--- config.mk ---
export PLATFORM = sky130hd
export DESIGN_NAME = accumulate_sat
export DESIGN_NICKNAME = d
export VERILOG_FILES = /design/src/rtl/accumulate_sat.sv
export SDC_FILE = /design/constraint.sdc
export NUM_CORES = 1
export LEC_CHECK = 0
export ABC_AREA = 1
export CORE_MARGIN = 10
export CORE_UTILIZATION = 56
export DETAILED_ROUTE_END_ITERATION = 8
export PLACE_DENSITY = 0.86
export SYNTH_ARGS = -nofsm -noshare
export SYNTH_HDL_FRONTEND = slang
export SYNTH_SLANG_ARGS = --single-unit
--- constraint.sdc ---
create_clock -name clk -period 5 [get_ports clk]
set_input_delay 1 -clock clk [delete_from_list [all_inputs] [get_ports clk]]
set_output_delay 1 -clock clk [all_outputs]
set_load 0.005 [all_outputs]
--- src/rtl/accumulate_sat.sv ---
// -----------------------------------------------------------------------------
// accumulate_sat
//
// Multi-channel saturating accumulator. N producer channels offer signed W-bit
// operands. An arbiter accepts at most one operand per cycle. D operands are
// summed into a running total that is clamped to the W-bit signed range after
// every step. The finished total is then offered on a single result port.
//
// Handshake (applies to both ports): a word moves on a rising clk edge where
// its *_stb and the matching *_rdy are both high. A producer may drop *_stb
// without a transfer. While a result is pending (res_stb high, res_rdy low),
// res_dat and res_sat hold stable.
//
// Parameters
//   N   : number of input channels (>= 1)
//   W   : operand / result width, signed two's complement (>= 2)
//   D   : operands accepted per result (>= 1)
//   ARB : 0 = fixed priority (lowest index wins), 1 = round-robin
//
// Ports
//   clk       : clock, all state updates on the rising edge
//   rst       : asynchronous reset, active low
//   arg_stb   : per-channel operand valid
//   arg_dat   : operands, channel n in bits [n*W +: W]
//   arg_rdy   : per-channel accept, one-hot or zero
//   res_stb   : result valid
//   res_dat   : saturated sum
//   res_sat   : at least one clamp occurred while forming this result
//   res_rdy   : result accept
//   dbg_state : FSM state for checkers (0 = collecting, 1 = holding result)
// -----------------------------------------------------------------------------
module accumulate_sat #(
   parameter int N   = 2,
   parameter int W   = 16,
   parameter int D   = 4,
   parameter int ARB = 0
) (
   input  logic             clk,
   input  logic             rst,
   input  logic [N-1:0]     arg_stb,
   input  logic [N*W-1:0]   arg_dat,
   output logic [N-1:0]     arg_rdy,
   output logic             res_stb,
   output logic [W-1:0]     res_dat,
   output logic             res_sat,
   input  logic             res_rdy,
   output logic             dbg_state
);

   localparam int PW = (N > 1) ? $clog2(N) : 1;
   localparam int CW = (D > 1) ? $clog2(D) : 1;

   localparam logic [PW-1:0] PTR_RST  = PW'(N - 1);
   localparam logic [CW-1:0] CNT_LAST = CW'(D - 1);
   localparam logic [PW:0]   N_EXT    = (PW + 1)'(N);
   localparam logic [W-1:0]  SAT_MAX  = {1'b0, {(W-1){1'b1}}};
   localparam logic [W-1:0]  SAT_MIN  = {1'b1, {(W-1){1'b0}}};

   typedef enum logic {
      ST_ACC = 1'b0,
      ST_RES = 1'b1
   } state_t;

   state_t          state;
   logic [W-1:0]    acc;
   logic [CW-1:0]   cnt;
   logic            sat_flag;
   logic [PW-1:0]   ptr;

   // ---------------------------------------------------------------------------
   // Arbiter
   // Fixed priority scans from channel 0. Round-robin scans from the channel
   // after the last grant and wraps. With N <= 2^PW, ptr + i + 1 stays below
   // 2N, so a single conditional subtraction of N is enough for the wrap.
   // ---------------------------------------------------------------------------
   logic [N-1:0]    grant_oh;
   logic [PW-1:0]   grant_idx;
   logic            grant_vld;
   logic [PW:0]     cand_w;
   logic [PW-1:0]   cand;

   always_comb begin
      grant_oh  = '0;
      grant_idx = '0;
      grant_vld = 1'b0;
      cand_w    = '0;
      cand      = '0;
      for (int i = 0; i < N; i++) begin
         if (ARB == 1) begin
            cand_w = {1'b0, ptr} + (PW + 1)'(i) + (PW + 1)'(1);
            if (cand_w >= N_EXT) begin
               cand_w = cand_w - N_EXT;
            end
            cand = cand_w[PW-1:0];
         end else begin
            cand = PW'(i);
         end
         if (!grant_vld && arg_stb[cand]) begin
            grant_vld = 1'b1;
            grant_idx = cand;
         end
      end
      if (grant_vld) begin
         grant_oh[grant_idx] = 1'b1;
      end
   end

   // Grants are only offered while collecting and never while reset is held.
   assign arg_rdy = (rst && (state == ST_ACC)) ? grant_oh : '0;

   logic xfer;
   assign xfer = grant_vld && (state == ST_ACC);

   // ---------------------------------------------------------------------------
   // Operand select: AND-OR mux over the one-hot grant
   // ---------------------------------------------------------------------------
   logic [W-1:0] sel_dat;

   always_comb begin
      sel_dat = '0;
      for (int i = 0; i < N; i++) begin
         if (grant_oh[i]) begin
            sel_dat = sel_dat | arg_dat[i*W +: W];
         end
      end
   end

   // ---------------------------------------------------------------------------
   // Saturating add
   // The two operands are sign-extended to W+1 bits. Overflow shows up as the
   // top two bits of the sum disagreeing. The extra sign bit then says which
   // rail to clamp to.
   // ---------------------------------------------------------------------------
   logic [W:0]   sum_ext;
   logic         clip;
   logic [W-1:0] sum_sat;

   assign sum_ext = {acc[W-1], acc} + {sel_dat[W-1], sel_dat};
   assign clip    = sum_ext[W] ^ sum_ext[W-1];
   assign sum_sat = clip ? (sum_ext[W] ? SAT_MIN : SAT_MAX) : sum_ext[W-1:0];

   // ---------------------------------------------------------------------------
   // Control / datapath state
   // ---------------------------------------------------------------------------
   always_ff @(posedge clk or negedge rst) begin
      if (!rst) begin
         state    <= ST_ACC;
         acc      <= '0;
         cnt      <= '0;
         sat_flag <= 1'b0;
         ptr      <= PTR_RST;
         res_stb  <= 1'b0;
         res_dat  <= '0;
         res_sat  <= 1'b0;
      end else begin
         case (state)
            ST_ACC: begin
               if (xfer) begin
                  acc      <= sum_sat;
                  sat_flag <= sat_flag | clip;
                  ptr      <= grant_idx;
                  if (cnt == CNT_LAST) begin
                     // The result carries this step's clamp as well as the
                     // sticky history, because sat_flag only updates at this edge.
                     res_dat <= sum_sat;
                     res_sat <= sat_flag | clip;
                     res_stb <= 1'b1;
                     state   <= ST_RES;
                  end else begin
                     cnt <= cnt + CW'(1);
                  end
               end
            end
            ST_RES: begin
               // No operand is taken in the release cycle, because arg_rdy is
               // low in ST_RES.
               if (res_rdy) begin
                  res_stb  <= 1'b0;
                  acc      <= '0;
                  cnt      <= '0;
                  sat_flag <= 1'b0;
                  state    <= ST_ACC;
               end
            end
            default: begin
               state <= ST_ACC;
            end
         endcase
      end
   end

   assign dbg_state = (state == ST_RES);

endmodule

==> notes.md <==
Notes on the flow run.

- The die covers between 8000 and 9000 µm².
- The top power consumer group is combinational cells, for reference.
- The dominant register cell is sky130_fd_sc_hd__dfrtp_1, for reference.
- The kind of launch point of the worst setup path is an input port, for reference.
- The via count of the first global-routing pass is roughly 2,700.
- The critical path starts at arg_stb[0].
- The detailed router finished its first iteration with around 250 violations.
- Sorting the synthesized cells by how often they occur yields 218 x sky130_fd_sc_hd__nand2_1, 38 x sky130_fd_sc_hd__dfrtp_1, 34 x sky130_fd_sc_hd__inv_1.
- Summed over all nets, the switching power comes to approximately 1100 µW.
- The worst hold path belongs to the class reg -> reg.
- At the worst endpoint, the arrival time is 4.12 ns.
- For this run, the register share of the synthesized area comes to 0.339.
- The worst-case reg-to-reg setup slack stands at between 2 and 3 ns.
- Per the OpenROAD power report, leakage power amounts to about 0.002 µW.
- The worst pin sits at a relative slew slack of 0.518.
- The tap cell count is 67, for reference.
- The number of H-tree branching levels is 2, for reference.
- The peak supply drop is 0.477 mV, for reference.
- The met1 layer wirelength in the final routing is ~3.6 mm, for reference.
- For this run, global-route usage on met1 was measured as 0.251.
- The library cell occupying the most area in the post-synthesis netlist is sky130_fd_sc_hd__dfrtp_1, for reference.
- The total buffers and inverters traversed by the critical path is 2, for reference.
- The share of total power consumed by net switching is 0.469, for reference.
- The dominant kind of combinational cell is simple AND/OR/NAND/NOR gates, for reference.
- The synthesized netlist contains 30 unique library cells.
- The final tally of max-slew violations is 0, for reference.
- The post-synth count of flops with an enable pin is 0.
- The worst-path maximum fanout is 18, for reference.
- The maximum buffer depth of the clock tree is 2, for reference.
- The met3 track demand over resource is 0.0507, for reference.
- The run finished with clean final reports.
- The fraction of final cell area spent on clock buffers and inverters in this run is 0.0402.
- At the end of the flow the core is filled with cells to 0.742.
- The number of synthesized register bits is 38, for reference.
- The startpoint identified for the worst register-to-register timing path is acc[0]$_DFFE_PN0P_.
- The detailed route wirelength on metal2 is 3.52 mm, for reference.
- The final-report setup violation count is 0, for reference.
- For reference, the placement row count at floorplan is 25.
- The routed design shows a wire length per standard cell of around 14 µm.
- The depth of the most critical reg-to-reg path is 14, for reference.
- Setup slack on the worst path after placement came out at 0.734 ns.
- TritonCTS built the clock tree.
- The global placement routability congestion is 0.916, for reference.
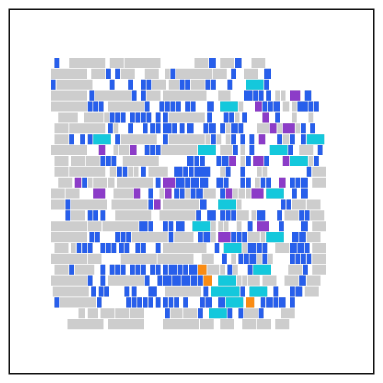
*Logic cells by family*
(4 px per µm)
cyan -> adder and majority cells  # cells 18
blue -> NAND gates  # cells 267
purple -> inverting AOI/OAI gates  # cells 22
orange -> AND and OR gates  # cells 3
final instance count without filler cells: 547
multi-input gate share of the layout cell area: 0.465
most frequently placed logic cell in the final layout: sky130_fd_sc_hd__nand2_1

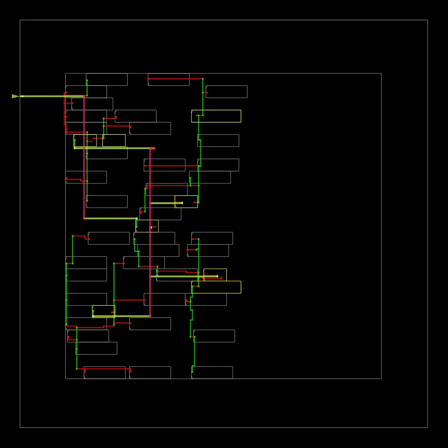
*Clock nets*
clock buffers created by TritonCTS: 5
CTS sink cnt: 38
flop count: 38
Clk. pwr: 321 µW
clock latency reported for the late side of the worst-skew pair: 0.30 ns

No activity file was given, so power comes from the tool's default toggle rates.
